==> run_1/class_map.png <==
Fill, decap, tap and diode cells in gray.
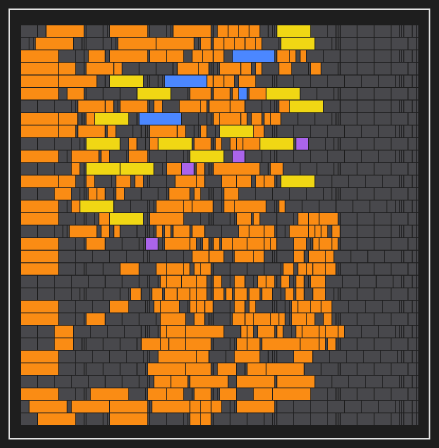
==> run_1/ff_map.png <==
Other sequential cells in the stronger gray, the rest of the logic in the fainter gray.
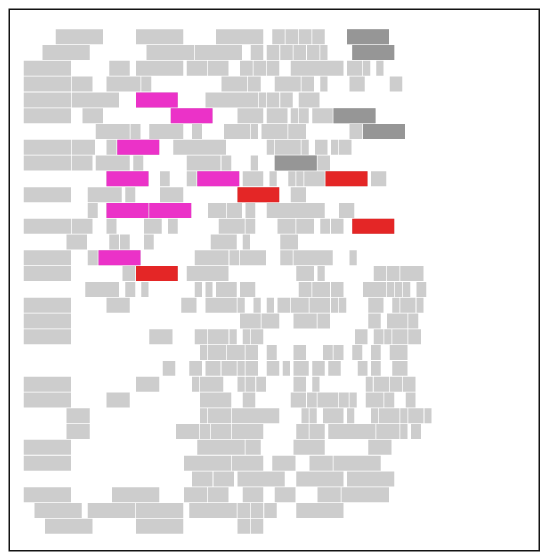
==> run_1/route_heat.png <==
Scale bar: 20 um. The die is cut into 18 by 19 equal tiles; black is low, pale yellow is high, scaled to the fullest tile. Values are wire area over tile area, all layers added.
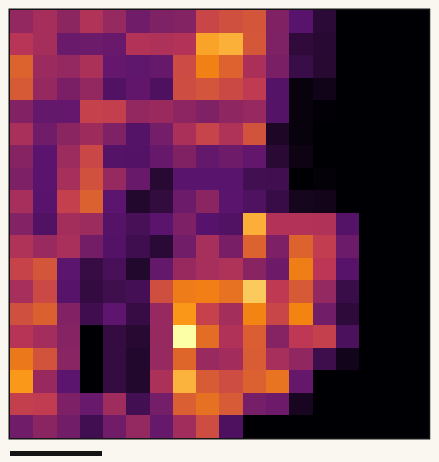
`src/rtl/rr_mux16_arbiter_pkg.sv`:
```
// Shared constants and helpers for the 16-source round-robin arbiter.
// NREQ and SEL_W must stay consistent (NREQ == 2**SEL_W).
package rr_mux16_arbiter_pkg;

  localparam int NREQ  = 16;
  localparam int SEL_W = 4;

  function automatic logic [NREQ-1:0] onehot16(input logic [SEL_W-1:0] idx);
    logic [NREQ-1:0] v;
    v      = '0;
    v[idx] = 1'b1;
    return v;
  endfunction

endpackage

```
`src/rtl/rr_mux16_arbiter_mux16x1N.sv`:
```
// Plain 16:1 N-bit word selector used as the shared datapath of the arbiter.
module mux16x1N
  import rr_mux16_arbiter_pkg::*;
#(
  parameter int N = 8
) (
  input  logic [N-1:0]     D [NREQ],
  input  logic [SEL_W-1:0] S,
  output logic [N-1:0]     Y
);

  assign Y = D[S];

endmodule

```
`src/rtl/rr_mux16_arbiter.sv`:
```
// Round-robin arbiter over 16 requesters feeding one registered output word
// with a valid/ready handshake toward a single consumer.
module rr_mux16_arbiter
  import rr_mux16_arbiter_pkg::*;
#(
  parameter int N = 8
) (
  input  logic              clk,
  input  logic              rst_n,
  input  logic [NREQ-1:0]   req,
  input  logic [NREQ*N-1:0] data_in,
  output logic [NREQ-1:0]   grant,
  output logic              out_valid,
  input  logic              out_ready,
  output logic [N-1:0]      out_data,
  output logic [SEL_W-1:0]  out_src
);

  logic [SEL_W-1:0]  ptr_q, ptr_d;
  logic [SEL_W-1:0]  out_src_q, out_src_d;
  logic [N-1:0]      out_data_q, out_data_d;
  logic              out_valid_q, out_valid_d;

  logic [2*NREQ-1:0] req_dbl;
  logic [NREQ-1:0]   req_rot;
  logic [SEL_W-1:0]  offset;
  logic              found;
  logic [SEL_W-1:0]  winner;
  logic              cap_en;
  logic [N-1:0]      mux_y;
  logic [N-1:0]      d_words [NREQ];

  for (genvar gi = 0; gi < NREQ; gi++) begin : g_unpack
    assign d_words[gi] = data_in[gi*N +: N];
  end

  // Rotate so ptr sits at bit 0, take the lowest set bit, then rotate back.
  always_comb begin
    req_dbl = {req, req};
    req_rot = NREQ'(req_dbl >> ptr_q);
    offset  = '0;
    found   = 1'b0;
    for (int k = 0; k < NREQ; k++) begin
      if (!found && req_rot[k]) begin
        found  = 1'b1;
        offset = SEL_W'(k);
      end
    end
    winner = ptr_q + offset;
  end

  assign cap_en = rst_n & (|req) & (~out_valid_q | out_ready);
  assign grant  = cap_en ? onehot16(winner) : '0;

  mux16x1N #(.N(N)) u_mux (
    .D (d_words),
    .S (winner),
    .Y (mux_y)
  );

  always_comb begin
    ptr_d       = ptr_q;
    out_src_d   = out_src_q;
    out_data_d  = out_data_q;
    out_valid_d = out_valid_q;
    if (cap_en) begin
      out_data_d  = mux_y;
      out_src_d   = winner;
      out_valid_d = 1'b1;
      ptr_d       = winner + SEL_W'(1);
    end else if (out_valid_q && out_ready) begin
      out_valid_d = 1'b0;
    end
  end

  always_ff @(posedge clk) begin
    if (!rst_n) begin
      ptr_q       <= '0;
      out_src_q   <= '0;
      out_data_q  <= '0;
      out_valid_q <= 1'b0;
    end else begin
      ptr_q       <= ptr_d;
      out_src_q   <= out_src_d;
      out_data_q  <= out_data_d;
      out_valid_q <= out_valid_d;
    end
  end

  assign out_valid = out_valid_q;
  assign out_data  = out_data_q;
  assign out_src   = out_src_q;

endmodule

```
`config.mk`:
```
export PLATFORM = sky130hd
export DESIGN_NAME = rr_mux16_arbiter
export DESIGN_NICKNAME = d
export VERILOG_FILES = /design/src/rtl/rr_mux16_arbiter_pkg.sv /design/src/rtl/rr_mux16_arbiter_mux16x1N.sv /design/src/rtl/rr_mux16_arbiter.sv
export SDC_FILE = /design/constraint.sdc
export NUM_CORES = 1
export LEC_CHECK = 0
export CAP_MARGIN = 20
export CORE_AREA = 2 2 89 91
export CTS_BUF_LIST = sky130_fd_sc_hd__clkbuf_16
export CTS_CLUSTER_DIAMETER = 150
export DETAILED_ROUTE_END_ITERATION = 6
export DIE_AREA = 0 0 91 93
export DONT_BUFFER_PORTS = 1
export RECOVER_POWER = 50
export SLEW_MARGIN = 20
export SYNTH_ARGS = -nofsm -noshare
export SYNTH_HDL_FRONTEND = slang
export SYNTH_SLANG_ARGS = --single-unit
```
`constraint.sdc`:
```
create_clock -name clk -period 11.4 [get_ports clk]
set_input_delay 2.85 -clock clk [delete_from_list [all_inputs] [get_ports clk]]
set_output_delay 2.85 -clock clk [all_outputs]
set_load 0.005 [all_outputs]
```
==> flow_summary.ini, run 1 <==
; flow metrics
[status]
status = completed

[clock_tree]
post-cts-setup-buffer-count = 0
insertion_delay_ns = 0.25
cts_resized = 0
numCtsBuffers = 3
cts_tree = done
path_clk_slew_ns = 0.05
root_buffer = clkbuf_16
ctsHoldBuffers = 0
clockBufferDepth = 2
cts.sinks = 17

[global_routing]
grt_antenna_before_repair = 0
grt_pass1_vias = 2712
grt_pass1_wl_mm = 13.8
grt_max_degree = 38
overflow = 0

[synth]
async_flop_share_pct = 0
yosysWarningCount = 0
synth_area_mm2 = 0.00328
avgSynthCellArea_um2 = 9.85
postSynthSeqShare_pct = 10.4
yosysTopAreaCell = mux4_2
edf_count = 0
topCellsByArea = mux4_2 (30%), dfxtp_1 (10%), mux2_2 (5.8%), mux2i_1 (5.5%), o311ai_2 (3.5%)
yosys.area.top_type_share_pct = 29.5
synth-main-ff-cell = dfxtp_1
synth_nets = 489
ys_cells = 333
yosysUniqueCellTypes = 57
ys_seq_elements = 17
yosysChipArea_mm2 = 0.00328
synth_cells = 333

[final_layout]
num-nets-final = 468
drive_above_1_share_pct = 28.3
layout_top_cells = mux4_2 (43), nand2_1 (29), nand3_1 (20)
final_cells = 413
utilization_pct = 44.9
area.growth.synth_to_final_pct = 3.01
lay_top_count = mux4_2
n_fill_cell = 708
antennaDiodeCount = 0

[floorplan]
dieHeight_um = 93
dieArea_mm2 = 0.00846
rows = 32
core_mm2 = 0.00753
die_x_um = 91
fp_util_pct = 43.6
ios = 176

[worst_setup_path]
critPathKind = in -> out
cp.required_ns = 8.55
cp.arrival_ns = 7.40
critical-path-top-delay-family = adder cells
crit_fanout = 37
startpoint_type = input port
crit_chain = mux4_2 > a221oi_2 > nand4_1 > mux2_1 > nand2b_1 > nor4_1 > a32oi_1 > o211a_1 > fa_1 > inv_1 > ha_1 > and3_1
critPathCaptureType = output port
cpMaxStageDelayCell = fa_1
cp_num_buf_inv = 1
crit_path_max_incr_delay_ns = 1.50

[routing]
drtAntennaViolNets = 0
drt_wl_total_mm = 8.84
post-route-drc-count = 0
wl_per_cell_um = 21.4
avgViaCountPerCell = 6.77
drtPass1Iterations = 5
drtIter0Drc = 164

[sta]
fin_skew_ns = 0.00302
slew_violations = 0
setup-tns-final_ns = 0
rsz0062_at_grt = false
hold_viol_final = 0
hold_ws_ns = 0.485
setup_viol = 0
period_used_pct = 90.0
worst_slew_pin_slew_ns = 1.48
slew_headroom_pct = 0.949
fmaxAchievable_ghz = 0.0975
min_period_ns = 10.25

[placed_design]
gp_congestion = 0.876
io_buffers = 0
hpwlAfterDp_mm = 7.21
dp.cells = 409

[job]
cap_violations = 0

[min_path]
hold_path.class = reg -> reg
About class_map.png:
legend:
  orange:
    class: remaining logic cells
    cells: 286
  blue:
    class: clock drivers and dummy loads
    cells: 4
  purple:
    class: remaining buffers and delay cells
    cells: 4
  yellow:
    class: sequential cells
    cells: 17

About ff_map.png:
legend:
  magenta:
    signal: `out_data`
    placed_flops: 8
  red:
    signal: `ptr_q`
    placed_flops: 4
not colored: 5

About route_heat.png:
nearly empty tiles: 25%
mean over tiles: 0.17
tiles over half the peak: 19%
fullest tile: 0.58
All-Layer GR Usage: 20.1%
via count: 2797

## run 1: registers in the layout (all words and copies together) (netlist names)
| signal | flops |
|---|---|
| ptr_q | 4 |
| out_src | 4 |
| out_valid | 1 |
| out_data | 8 |
## run 1: per-stage QoR
stage,setup WS [ns],area (um2)
2_1_floorplan,1.86,3280
3_3_place_gp,1.79,3300
3_5_place_dp,1.70,3300
4_1_cts,1.69,3380
5_1_grt,0.750,3380
6_report,1.15,3380
## run 1: synth_stat cells (7+ instances only)
| cell type | number |
|---|---|
| nor2_1 | 11 |
| nand2_1 | 29 |
| o311ai_2 | 7 |
| and2_1 | 18 |
| nand3_1 | 20 |
| dfxtp_1 | 17 |
| ha_1 | 8 |
| inv_1 | 9 |
| clkbuf_1 | 17 |
| mux4_2 | 43 |
| mux2i_1 | 18 |
| mux2_2 | 17 |
| o21ai_0 | 8 |
## run 1: worst paths after layout
kind	start	end	slack [ns]	cells after the start
max	req[15]	grant[15]	1.15	12
min	out_src[0]$_SDFFE_PN0P_	out_src[0]$_SDFFE_PN0P_	0.49	2
max reg2reg	ptr_q[1]$_SDFFE_PN0P_	out_data[0]$_SDFFE_PN0P_	5.64	14
min reg2reg	out_src[0]$_SDFFE_PN0P_	out_src[0]$_SDFFE_PN0P_	0.49	2
## run 1: cell type report
type                            instances  area, um2  area share [%]
Clock buffer                            3       75.1            2.22
Tap cell                              102        128            3.78
Multi-Input combinational cell        277       2770            81.9
Sequential cell                        17        340            10.1
Clock inverter                          1       5.00           0.148
Timing Repair Buffer                    4       30.0           0.889
Inverter                                9       33.8            1.00
## run 1: worst min-delay path, stage by stage (launching register included)
cell and delay (ns):
dfxtp_1 0.32, nand2_1 0.05, a21boi_0 0.06
## run 1: kinds of logic (layout without fill, tap and decap cells)
logic type	Yosys count	count (layout)	share of synthesized area (%)
XOR/XNOR	7	7	2.44
adder cells (fa/ha/maj)	9	9	3.66
AND-OR/OR-AND	64	64	17.1
flip-flops	17	17	10.4
buffers and inverters	39	17	5.57
multiplexers	81	81	42.1
AND/OR/NAND/NOR	116	116	18.7
## run 1: layer usage
metal	share of wire, %	GRT usage, %
met1	37	24.1
met2	56	38.1
met3	5.6	3.06
met4	1.7	4.17
met5	0	0
==> run 2: changes to the inputs <==
- ABC_AREA: default -> 1
- CAP_MARGIN: 20 -> default
- REMOVE_ABC_BUFFERS: default -> 1
==> run_2/closeup.png <==
Scale bar: 20 um. Region (0, 0) to (50, 50) um. Cells in gray, sequential cells in the stronger gray; small squares are vias.
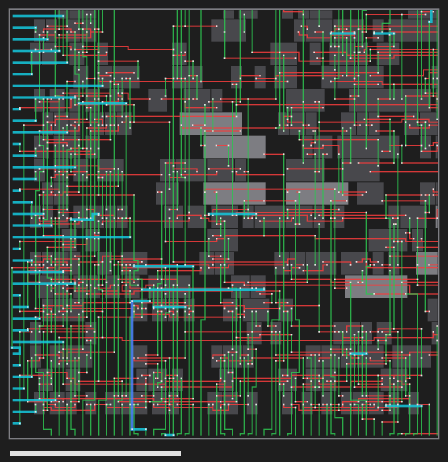
legend:
  red:
    layer: M1
  cyan:
    layer: M3
  green:
    layer: M2
  blue:
    layer: M4
netlist names of flops here include: `out_data` (5)
most frequent: o21ai_0 (34), nand2_1 (28), nor2_1 (28)
sequential cells in the window: 5
cells with their middle in the window: 186

==> run_2/ff_map.png <==
Other sequential cells in the stronger gray, the rest of the logic in the fainter gray.
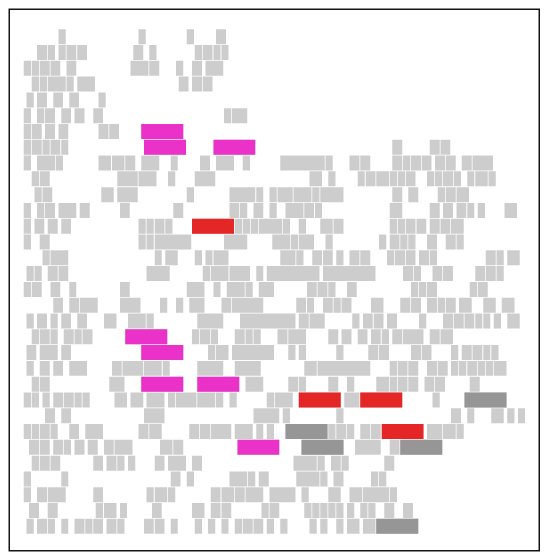
legend:
  red:
    signal: `ptr_q`
    placed_flops: 4
  magenta:
    signal: `out_data`
    placed_flops: 8
not colored: 5
end-of-flow core utilization: 43.9%
register fraction of the total cell area: 10.3%
Reg area: 340 um2

==> run_2/route_heat.png <==
Scale bar: 20 um. The die is cut into 18 by 19 equal tiles; black is low, pale yellow is high, scaled to the fullest tile. Values are wire area over tile area, all layers added.
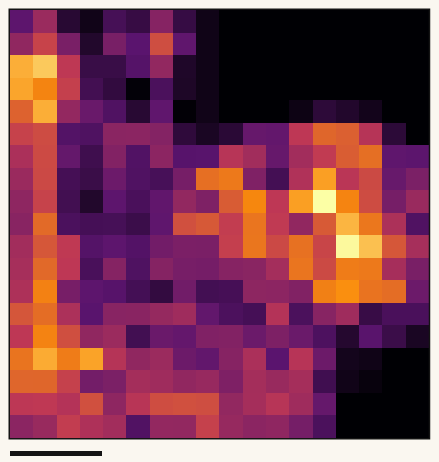
fullest tile: 0.61
mean over tiles: 0.20
densest ninth of the die: middle right
All-Layer GR Usage: 23.5%
wire length per cell: 16.3 um
via count: 3866
wirelength, routed: 10.4 mm

==> flow_summary.ini, run 2 <==
; flow metrics
[routing]
post-route-drc-count = 0
drtPass1Iterations = 5
wl_met3_um = 639
drtAntennaViolNets = 0
drtIter0Drc = 215
drt-met1-wl_mm = 4.48
avgViaCountPerCell = 6.04
dr.max_layer_used = met4

[worst_setup_path]
critPathKind = in -> out
crit_chain = nand2_1 > nand3_1 > nand3_1 > nand2_1 > o21ai_1 > nand4_4 > nor2_4 > nand4_2 > nor2_4 > nand3_1 > o2111ai_1 > a41o_1 > ha_2 > inv_2 > clkbuf_1 > ha_1 > nand2_1 > nor2_1
crit_start = req[15]
startpoint_type = input port
critPathCaptureType = output port
crit_fanout = 67
crit_path_max_incr_delay_ns = 1.76
cp.arrival_ns = 7.34
cp.required_ns = 8.55

[placed_design]
io_buffers = 0
gp_congestion = 1.03

[synth]
yosys.area.top_type_share_pct = 19.3
postSynthSeqShare_pct = 10.4
ys_top_logic_family = simple AND/OR/NAND/NOR gates
yosysTopAreaCell = nand3_1
synth_area_mm2 = 0.00327
yosysChipArea_mm2 = 0.00327
mux_share_pct = 0
avgSynthCellArea_um2 = 5.75
ys_seq_elements = 17
compound_area_share_pct = 23.1
most_common_cell = nand3_1
ys_cells = 568
adder_share_pct = 3.68
async_flop_share_pct = 0
yosysUniqueCellTypes = 45
ys_sh_xor_pct = 0.804
topCellsByArea = nand3_1 (19%), nand2_1 (12%), dfxtp_1 (10%), o21ai_0 (8.9%), nor2_1 (7.2%)
synth-main-ff-cell = dfxtp_1
yosysWarningCount = 0
simple_gate_area_share_pct = 51.8
edf_count = 0
synth_cells = 568
synthTopCellsByCount = nand3_1 (126), nand2_1 (107), nor2_1 (63), o21ai_0 (58), inv_1 (29)

[floorplan]
dieHeight_um = 93
rows = 32
ios = 176
dieArea_mm2 = 0.00846
die_x_um = 91
core_mm2 = 0.00753

[final_layout]
layout_top_cells = nand3_1 (126), nand2_1 (108), nor2_1 (62)
lay_top_count = nand3_1
antennaDiodeCount = 0
largest_register_ffs = 8
n_fill_cell = 837
drive_above_1_share_pct = 12.6
area.growth.synth_to_final_pct = 1.26

[sta]
setup_viol = 0
rsz0062_at_grt = false
setup-tns-final_ns = 0
fmaxAchievable_ghz = 0.0981
min_period_ns = 10.19
period_used_pct = 89.4
worst_slew_pin_slew_ns = 2.48
fin_skew_ns = 0.00331
hold_viol_final = 0
slew_violations = 68

[clock_tree]
ctsHoldBuffers = 0
insertion_delay_ns = 0.25
root_buffer = clkbuf_16
cts_resized = 0
numCtsBuffers = 3
post-cts-setup-buffer-count = 0
cts_tree = done
path_clk_slew_ns = 0.06
cts.sinks = 17
clockBufferDepth = 2

[status]
failed_checks = max-capacitance violations, max-slew violations
status = finished, violations left

[global_routing]
grt_pass1_vias = 3418
grt_pass1_wl_mm = 16.7
overflow = 0
grt_antenna_before_repair = 0
grt_max_degree = 68

[job]
cap_violations = 1

[min_path]
min_from = out_data[0]$_SDFFE_PN0P_
hold_path.class = reg -> reg
## run 2: cell types whose count changed after synthesis, moves of 18 or more
cell | previous run | this run
mux4_2 | 43 | 0
mux2i_1 | 18 | 0
nand3_1 | 20 | 126
nor2_1 | 11 | 63
nand2_2 | 0 | 18
nand2_1 | 29 | 107
o21ai_0 | 8 | 58
inv_1 | 9 | 29
and2_1 | 18 | 0
## run 2: path summary, 6_finish.rpt
path | to | slack [ns] | cells past startpoint
max reg2reg | out_data[1]$_SDFFE_PN0P_ | 5.40 | 22
max | grant[0] | 1.21 | 18
min | out_data[0]$_SDFFE_PN0P_ | 0.50 | 2
min reg2reg | out_data[0]$_SDFFE_PN0P_ | 0.50 | 2
## run 2: final cells by class
class	count	area (um2)	area share, %
clock buffer	3	75.1	2.27
clock inverter	1	7.51	0.227
inverter	33	129	3.90
multi-input combinational	478	2590	78.3
sequential	17	340	10.3
tap	102	128	3.86
timing repair buffer	6	37.5	1.13
## run 2: worst max-delay path: cells and delay by family
| kind | cells | cell delay (ns) |
|---|---|---|
| buffers and inverters | 2 | 1.80 |
| AND-OR/OR-AND | 3 | 0.57 |
| adder cells (fa/ha/maj) | 2 | 0.66 |
| AND/OR/NAND/NOR | 11 | 1.45 |
## run 2: kinds of logic (layout without fill, tap and decap cells)
logic type,count (synthesis),after routing
AND-OR/OR-AND,119,119
buffers and inverters,73,43
adder cells (fa/ha/maj),9,9
AND/OR/NAND/NOR,347,347
XOR/XNOR,3,3
flip-flops,17,17
## run 2: layer usage
layer  vias up  GRT usage (%)
met2       186           42.3
met4         0           4.04
met5         -              0
met1      1759           31.2
li1       1913              -
met3         8           1.61
## run 2: through the flow
| stage | hold slack, ns | instances | instance area [um2] | setup slack (ns) |
|---|---|---|---|---|
| 4_1_cts | 0.510 | 640 | 3320 | 1.85 |
| 2_1_floorplan | 0.462 | 528 | 3060 | 1.61 |
| 5_1_grt | 0.525 | 640 | 3310 | 0.750 |
| 3_3_place_gp | 0.498 | 636 | 3240 | 1.98 |
| 6_report | 0.502 | 640 | 3310 | 1.21 |
| 3_5_place_dp | 0.497 | 636 | 3240 | 1.87 |
==> run 3: changes to the inputs <==
- ABC_AREA: 1 -> default
==> run_3/class_map.png <==
Fill, decap, tap and diode cells in gray.
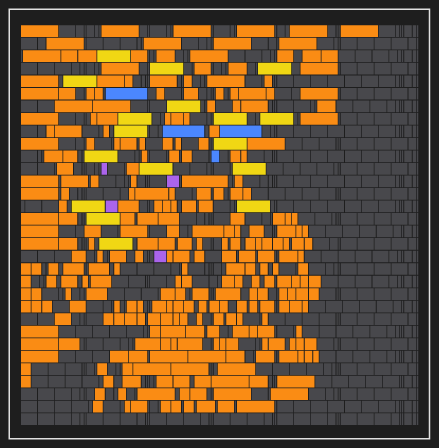
legend:
  orange:
    class: remaining logic cells
    cells: 286
  yellow:
    class: sequential cells
    cells: 17
  blue:
    class: clock drivers and dummy loads
    cells: 4
  purple:
    class: remaining buffers and delay cells
    cells: 4

==> run_3/placed.png <==
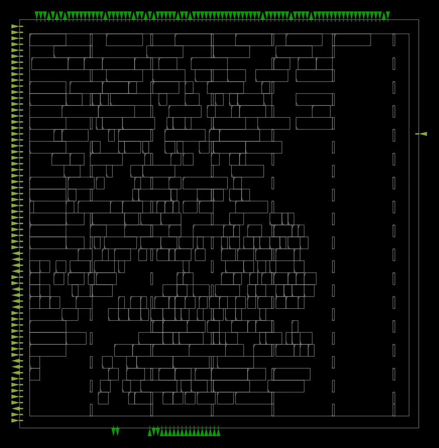
Finished Layout Cells: 414
end-of-flow core utilization: 44.7%
core area: 0.00753 mm2

==> run_3/ff_map.png <==
Other sequential cells in the stronger gray, the rest of the logic in the fainter gray.
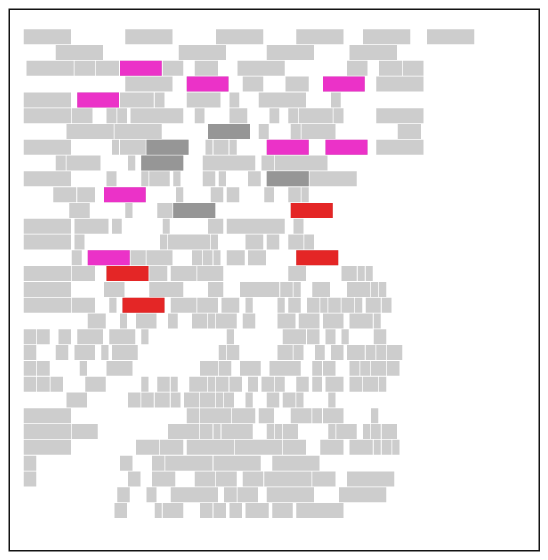
legend:
  red:
    signal: `ptr_q`
    placed_flops: 4
  magenta:
    signal: `out_data`
    placed_flops: 8
not colored: 5

==> flow_summary.ini, run 3 <==
; flow metrics
[min_path]
hold_path.class = reg -> reg

[final_layout]
logic_area_mm2 = 0.00276
largest_register_ffs = 8
layout_top_cells = mux4_2 (43), nand2_1 (29), nand3_1 (20)
n_fill_cell = 729
num-nets-final = 468
area.growth.synth_to_final_pct = 2.67
seqCellArea_um2 = 340
drive_above_1_share_pct = 27.7
design_area_mm2 = 0.00337
lay_top_count = mux4_2

[synth]
synth_area_mm2 = 0.00328
yosysUniqueCellTypes = 57
synthTopCellsByCount = mux4_2 (43), nand2_1 (29), nand3_1 (20), and2_1 (18), mux2i_1 (18)
async_flop_share_pct = 0
mux_share_pct = 42.1
most_common_cell = mux4_2
yosysChipArea_mm2 = 0.00328
yosysWarningCount = 0
synth-main-ff-cell = dfxtp_1
topCellsByArea = mux4_2 (30%), dfxtp_1 (10%), mux2_2 (5.8%), mux2i_1 (5.5%), o311ai_2 (3.5%)
edf_count = 0
ys_sh_xor_pct = 2.44
ys_seq_elements = 17
postSynthSeqShare_pct = 10.4
yosysTopAreaCell = mux4_2
simple_gate_area_share_pct = 18.7
ys_top_logic_family = multiplexers
ys_cells = 333
compound_area_share_pct = 17.1
adder_share_pct = 3.66
synth_cells = 333
yosys.area.top_type_share_pct = 29.5
avgSynthCellArea_um2 = 9.85

[placed_design]
io_buffers = 0
gp_congestion = 0.890
placed_area_mm2 = 0.00330
pre_cts_slack_ns = 1.57
hpwlAfterDp_mm = 7.66
dp.cells = 409

[status]
status = finished, violations left
failed_checks = max-capacitance violations, max-slew violations

[clock_tree]
post-cts-setup-buffer-count = 0
root_buffer = clkbuf_16
cts_tree = done
cts_resized = 0
clockBufferDepth = 2
cts.sinks = 17
insertion_delay_ns = 0.25
numCtsBuffers = 3
ctsHoldBuffers = 0
cts_max_level = 1
path_clk_slew_ns = 0.05

[sta]
slew_headroom_pct = -31.9
hold_ws_ns = 0.501
period_used_pct = 85.8
setup_viol = 0
worst_slew_pin_slew_ns = 1.98
fmaxAchievable_ghz = 0.102
min_period_ns = 9.78
rsz0062_at_grt = false
fin_skew_ns = 0.00430
setup-tns-final_ns = 0
slew_violations = 27
layout_setup_ws_ns = 1.62
hold_viol_final = 0

[routing]
drtIter0Drc = 248
drtAntennaViolNets = 0
drt_wl_total_mm = 9.33
wl_per_cell_um = 22.5
drtPass1Iterations = 4
post-route-drc-count = 0
avgViaCountPerCell = 6.75
num_vias = 2793

[worst_setup_path]
critPathKind = in -> out
crit_start = req[15]
cp.required_ns = 8.55
critPathCaptureType = output port
r2r_slack_ns = 5.06
setup.worst_path.end = grant[9]
cp.arrival_ns = 6.93
r2r_start = ptr_q[2]$_SDFFE_PN0P_
worstRegToRegCells = 14
startpoint_type = input port
worstReg2RegEnd = out_data[0]$_SDFFE_PN0P_
crit_fanout = 24

[global_routing]
grt_pass1_wl_mm = 14.3
grt_pass1_vias = 2705
track_usage_pct = 21.1
grt_antenna_before_repair = 1
grt_max_degree = 38
overflow = 0

[floorplan]
ios = 176
dieArea_mm2 = 0.00846
rows = 32
fp_util_pct = 43.6
dieHeight_um = 93
die_x_um = 91

[job]
tool_warnings = 29
cap_violations = 1
[run 3: cell types whose count changed in the layout (fill, tap and decap cells not counted), sizes merged, moves of 7 or more]
cell | previous run | this run
nand3 | 137 | 20
nand2 | 129 | 29
nor2 | 70 | 11
o21ai | 61 | 8
mux4 | 0 | 43
inv | 33 | 9
a21oi | 25 | 5
mux2 | 0 | 20
and2 | 0 | 18
mux2i | 0 | 18
o221ai | 16 | 1
o311ai | 0 | 8
nor3 | 1 | 8
[run 3: logic make-up (layout without fill, tap and decap cells)]
| group | count (synthesis) | in the layout |
|---|---|---|
| fa+ha+maj | 9 | 9 |
| simple gates | 116 | 116 |
| compound gates | 64 | 64 |
| mux | 81 | 81 |
| flops | 17 | 17 |
| xor+xnor | 7 | 7 |
| buf+inv | 39 | 17 |
| other cells | 0 | 1 |
[run 3: how the worst min path moves through the flow]
stage                         endpoint  cells past startpoint  slack (ns)                    start
4_1_cts        out_src[0]$_SDFFE_PN0P_                      2        0.50  out_src[0]$_SDFFE_PN0P_
3_5_place_dp   out_src[0]$_SDFFE_PN0P_                      2        0.49  out_src[0]$_SDFFE_PN0P_
2_1_floorplan  out_src[0]$_SDFFE_PN0P_                      2        0.46  out_src[0]$_SDFFE_PN0P_
5_1_grt        out_src[0]$_SDFFE_PN0P_                      2        0.53  out_src[0]$_SDFFE_PN0P_
6_report       out_src[0]$_SDFFE_PN0P_                      2        0.50  out_src[0]$_SDFFE_PN0P_
3_3_place_gp   out_src[0]$_SDFFE_PN0P_                      2        0.49  out_src[0]$_SDFFE_PN0P_
[run 3: area by class of cell]
cell class	count	share of cell area, %
Timing Repair Buffer	4	0.780
Clock inverter	1	0.149
Multi-Input combinational cell	277	81.9
Tap cell	102	3.79
Antenna cell	1	0.0743
Sequential cell	17	10.1
Clock buffer	3	2.23
Inverter	9	1.00
[run 3: worst max-delay path, stage by stage]
cell and delay [ns]:
mux4_2 0.46, a221oi_2 0.31, nand4_1 0.17, mux2_1 0.37
nand2b_1 0.20, nor4_1 0.36, a32o_1 0.17, nand2_1 0.06
o211ai_1 0.14, ha_1 0.25, nand3_1 0.08, nand2_1 0.09
xnor2_1 0.21, xnor2_4 0.59, nor3b_2 0.41, and2_1 0.21
[run 3: layer usage]
metal / part of all wire, % / vias up / GRT usage, %
li1: - / 1286 / -
met1: 40 / 1358 / 28.2
met2: 52 / 141 / 37.4
met3: 6.4 / 8 / 2.98
met4: 1.1 / 0 / 3.16
met5: 0 / - / 0
